--- src/rtl/interrupt_sequencer.sv ---
// interrupt_sequencer
//   Injects fixed instruction words into decode to perform interrupt entry
//   (push PC low/high, push CCR, load vector) and return-from-interrupt
//   (pop PC low/high, pop CCR). The pipeline is stalled while a sequence runs.
//
//   Build option: define ISR_DRAIN_EN to append NOP_CYCLES drain NOPs after
//   each sequence. With it undefined, both sequences return straight to IDLE
//   and NOP_CYCLES is only range-checked.
//
//   Outputs are registered copies of the decode of the next state, so they
//   always equal a pure function of the current state register (Moore).
module interrupt_sequencer #(
   parameter int OP_WIDTH   = 16,
   parameter int NOP_CYCLES = 4
) (
   input  logic                clk,
   input  logic                reset,
   input  logic                int_req,
   input  logic                rti,
   output logic [OP_WIDTH-1:0] out,
   output logic                inject_valid,
   output logic                stall,
   output logic                int_ack,
   output logic                busy
);

   typedef enum logic [3:0] {
      IDLE,
      PUSH_PC_LOW,
      PUSH_PC_HIGH,
      PUSH_CCR,
      LOAD_VECTOR,
      POP_PC_LOW,
      POP_PC_HIGH,
      POP_CCR
`ifdef ISR_DRAIN_EN
      , DRAIN
`endif
   } state_t;

   if (NOP_CYCLES < 1 || NOP_CYCLES > 15) begin : g_bad_nop_cycles
      $error("interrupt_sequencer: NOP_CYCLES must be in 1..15");
   end

   state_t state;
   state_t state_nx;
   logic   int_pending;
   logic   int_pending_nx;

`ifdef ISR_DRAIN_EN
   localparam logic [3:0] DRAIN_LOAD = 4'(NOP_CYCLES - 1);

   logic [3:0] drain_cnt;
   logic [3:0] drain_cnt_nx;
`endif

   // Instruction word injected for a given state.
   function automatic logic [OP_WIDTH-1:0] op_of(input state_t s);
      logic [OP_WIDTH-1:0] op;
      op = '0;
      case (s)
         PUSH_PC_LOW:  op = OP_WIDTH'(16'h5088);
         PUSH_PC_HIGH: op = OP_WIDTH'(16'h5089);
         PUSH_CCR:     op = OP_WIDTH'(16'hFFFE);
         LOAD_VECTOR:  op = OP_WIDTH'(16'hFFFD);
         POP_PC_LOW:   op = OP_WIDTH'(16'h6088);
         POP_PC_HIGH:  op = OP_WIDTH'(16'h6089);
         POP_CCR:      op = OP_WIDTH'(16'hFFFF);
         default:      op = '0;
      endcase
      return op;
   endfunction

   // Next-state, drain counter and pending-interrupt logic.
   always_comb begin
      state_nx = state;
`ifdef ISR_DRAIN_EN
      drain_cnt_nx = drain_cnt;
`endif
      case (state)
         IDLE: begin
            // rti wins a tie; the interrupt is left pending for afterwards
            if (rti)
               state_nx = POP_PC_LOW;
            else if (int_req || int_pending)
               state_nx = PUSH_PC_LOW;
         end
         PUSH_PC_LOW:  state_nx = PUSH_PC_HIGH;
         PUSH_PC_HIGH: state_nx = PUSH_CCR;
         PUSH_CCR:     state_nx = LOAD_VECTOR;
         POP_PC_LOW:   state_nx = POP_PC_HIGH;
         POP_PC_HIGH:  state_nx = POP_CCR;
`ifdef ISR_DRAIN_EN
         LOAD_VECTOR, POP_CCR: begin
            state_nx     = DRAIN;
            drain_cnt_nx = DRAIN_LOAD;
         end
         DRAIN: begin
            if (drain_cnt == 4'd0)
               state_nx = IDLE;
            else
               drain_cnt_nx = drain_cnt - 4'd1;
         end
`else
         LOAD_VECTOR, POP_CCR: state_nx = IDLE;
`endif
         default: state_nx = IDLE;
      endcase

      // entry acknowledges the pending request; otherwise any int_req latches
      if (state_nx == PUSH_PC_LOW)
         int_pending_nx = 1'b0;
      else if (int_req)
         int_pending_nx = 1'b1;
      else
         int_pending_nx = int_pending;
   end

   // State, counter and registered Moore outputs; reset aborts any sequence.
   always_ff @(posedge clk or negedge reset) begin
      if (!reset) begin
         state        <= IDLE;
         int_pending  <= 1'b0;
`ifdef ISR_DRAIN_EN
         drain_cnt    <= '0;
`endif
         out          <= '0;
         inject_valid <= 1'b0;
         stall        <= 1'b0;
         busy         <= 1'b0;
         int_ack      <= 1'b0;
      end else begin
         state        <= state_nx;
         int_pending  <= int_pending_nx;
`ifdef ISR_DRAIN_EN
         drain_cnt    <= drain_cnt_nx;
`endif
         out          <= op_of(state_nx);
         inject_valid <= (state_nx != IDLE);
         stall        <= (state_nx != IDLE);
         busy         <= (state_nx != IDLE);
         int_ack      <= (state_nx == PUSH_PC_LOW);
      end
   end

endmodule

--- config.mk ---
export PLATFORM = sky130hd
export DESIGN_NAME = interrupt_sequencer
export DESIGN_NICKNAME = d
export VERILOG_FILES = /design/src/rtl/interrupt_sequencer.sv
export SDC_FILE = /design/constraint.sdc
export NUM_CORES = 1
export LEC_CHECK = 0
export CORE_MARGIN = 1.5
export CORE_UTILIZATION = 41
export CTS_CLUSTER_DIAMETER = 100
export DETAILED_ROUTE_END_ITERATION = 16
export GPL_ROUTABILITY_DRIVEN = 0
export MAX_ROUTING_LAYER = met4
export PLACE_DENSITY = 0.84
export SETUP_SLACK_MARGIN = 0.2
export SLEW_MARGIN = 20
export SYNTH_ARGS = -nofsm -noshare
export SYNTH_HDL_FRONTEND = slang
export SYNTH_SLANG_ARGS = --single-unit
--- constraint.sdc ---
create_clock -name clk -period 1.4 [get_ports clk]
set_input_delay 0.28 -clock clk [delete_from_list [all_inputs] [get_ports clk]]
set_output_delay 0.28 -clock clk [all_outputs]
set_load 0.03 [all_outputs]
==> flow_metrics.py <==
# Synthesis and PnR figures
metrics = {
    "run_status": {
        "status": "finished, final reports clean",
    },
    "routing": {
        "met2WireLength_microns": 589,
        "m1WireLength_microns": 493,
        "drtPass1Iterations": 2,
        "drt-initial-drc-count": 13,
        "ant_nets": 0,
        "drc_errors": 0,
    },
    "sta": {
        "finalHoldViolations": 0,
        "hold_ws_ns": 0.296,
        "setup_ws_ns": 0.197,
        "timing.fmax_ghz": 0.831,
        "rsz0062_at_grt": "yes",
    },
    "synthesis": {
        "syn_avg_cell_area_sq_um": 10.2,
        "synthCells": 61,
        "post-synth-top-area-cell": "dfrtp_1",
        "synth_chip_area_sq_um": 621,
        "ys_sh_xor": 0.0282,
        "top_cell_area_share": 0.524,
        "ys_sh_mux": 0,
        "synth.top_cells.by_count": "13 x buf_4, 13 x dfrtp_1, 6 x nor2_1",
        "aoi_share": 0.111,
        "ys_top_cells_by_area": "dfrtp_1 52%, buf_4 16%, a211oi_1 4.8%",
        "synth-cells-yosys": 61,
        "ys_types": 23,
        "synth_warnings": 0,
        "yosys.area_share.adder": 0,
        "ys_seq_frac": 0.524,
        "edf_count": 0,
        "synth_flops": 13,
    },
    "grt": {
        "grt_max_degree": 14,
        "top_usage_layer": "met2",
        "grt_use_met1": 0.162,
        "grt_pass1_wl_mm": 1.75,
        "antenna_found_initial": 0,
    },
    "setup_path": {
        "cp.arrival_ns": 0.92,
        "worst_setup_path_end_kind": "primary output",
        "critPathKind": "reg -> out",
        "path_max_fanout": 9,
        "r2r_end": "out[14]",
        "path_cells": "buf_4",
        "crit_end": "out[2]",
        "regToRegSetupSlack_ns": 0.24,
        "critPathMaxStageDelay_ns": 0.46,
    },
    "clocking": {
        "path_clk_slew_ns": 0.08,
        "insertion_delay_ns": 0.28,
        "cts_tree": "yes",
        "cts-root-buf": "clkbuf_4",
        "postCtsResizedCells": 49,
        "clock_path_buffers": 2,
        "ctsHoldBuffers": 0,
        "post-cts-setup-buffers": 0,
    },
    "place": {
        "place_hpwl_microns": 803,
        "dp_worst_setup_slack_ns": -0.00614,
        "placed_cells": 86,
        "post_dp_cell_area_sq_um": 756,
        "port_buffers": 23,
    },
    "floorplan": {
        "chip_area_sq_um": 1760,
        "row_count": 13,
        "io_pins": 24,
        "fp_util": 0.460,
        "tap_cells": 15,
    },
    "pwr": {
        "powerDensity_nw_per_um2": 1700,
        "power_leader": "combinational logic",
        "seq_power_mw": 0.519,
        "switchingPower_mw": 0.543,
        "p_clk_mw": 0.232,
        "seqPwrFrac": 0.391,
        "comb_power_share": 0.434,
        "swShare": 0.409,
    },
    "layout": {
        "final_cells": 96,
        "final_area_sq_um": 782,
        "logic_area_sq_um": 191,
        "lay_top_count": "buf_4",
        "buf_share": 0.272,
        "n_all_buffers": 31,
        "sh_seq_area": 0.421,
        "inverters": 1,
        "multi_input_comb_cells": 32,
        "nFillCells": 129,
        "drive_above_1_share": 0.444,
    },
    "min_path": {
        "worstHoldPathType": "in -> async",
    },
    "job": {
        "cap_violations": 0,
    },
}
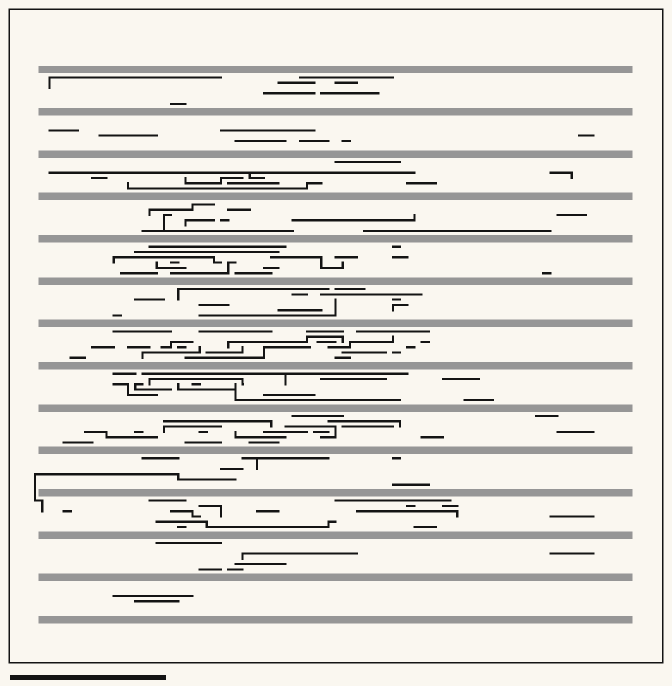
**Above:** met1 routing.
Bar = 10 microns. Supply wires on this layer in grey.
The layer carries 494 microns of wire. 66 nets have wire on it.

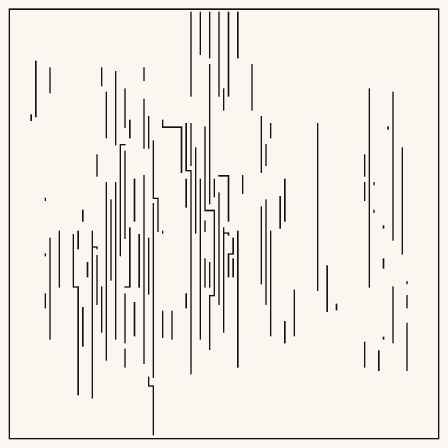
**Above:** signal wires on met2.
The layer holds 48% of the routed length. The layer carries 589 microns of wire.

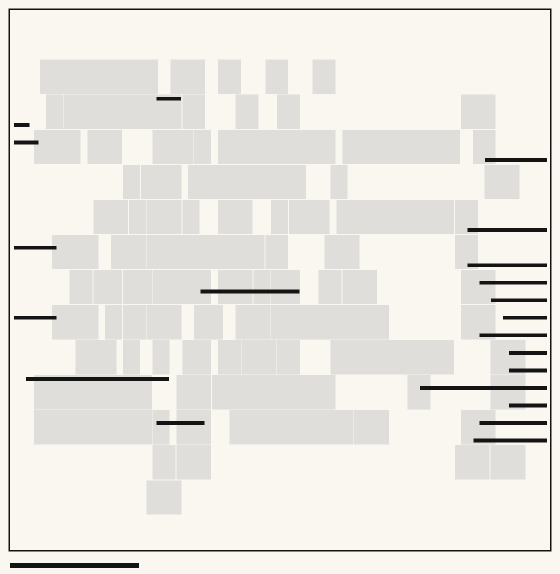
**Above:** the metal 3 layer.
Bar = 10 microns.
The layer carries 92.7 microns of wire. The longest straight run is 10.8 microns. The wires run mostly horizontal. 19 nets have wire on it.
routed via count: 471
met3 Resource Use GR: 0.0304
final wirelength: 1.22 mm

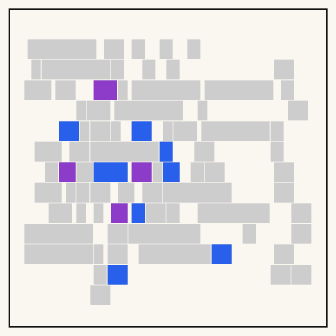
**Above:** selected gate families.
Blue marks inverting AOI/OAI gates, cells 8, most used a211oi_1, where middle. Purple marks AND and OR gates, cells 4.

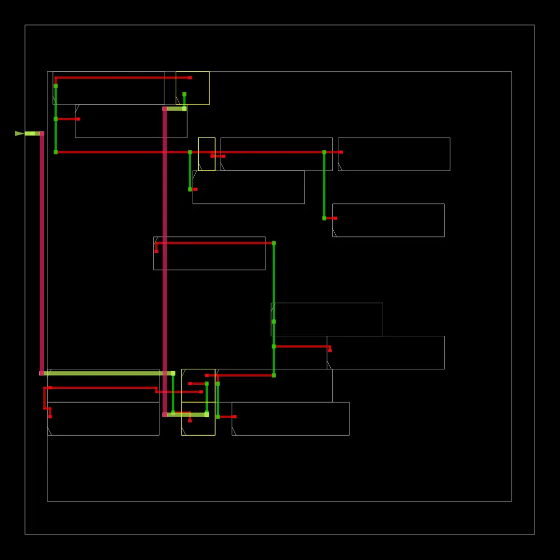
**Above:** the clock network.
TritonCTS Buffers: 3
CTS sink cnt: 13

No activity file was given, so power comes from the tool's default toggle rates.
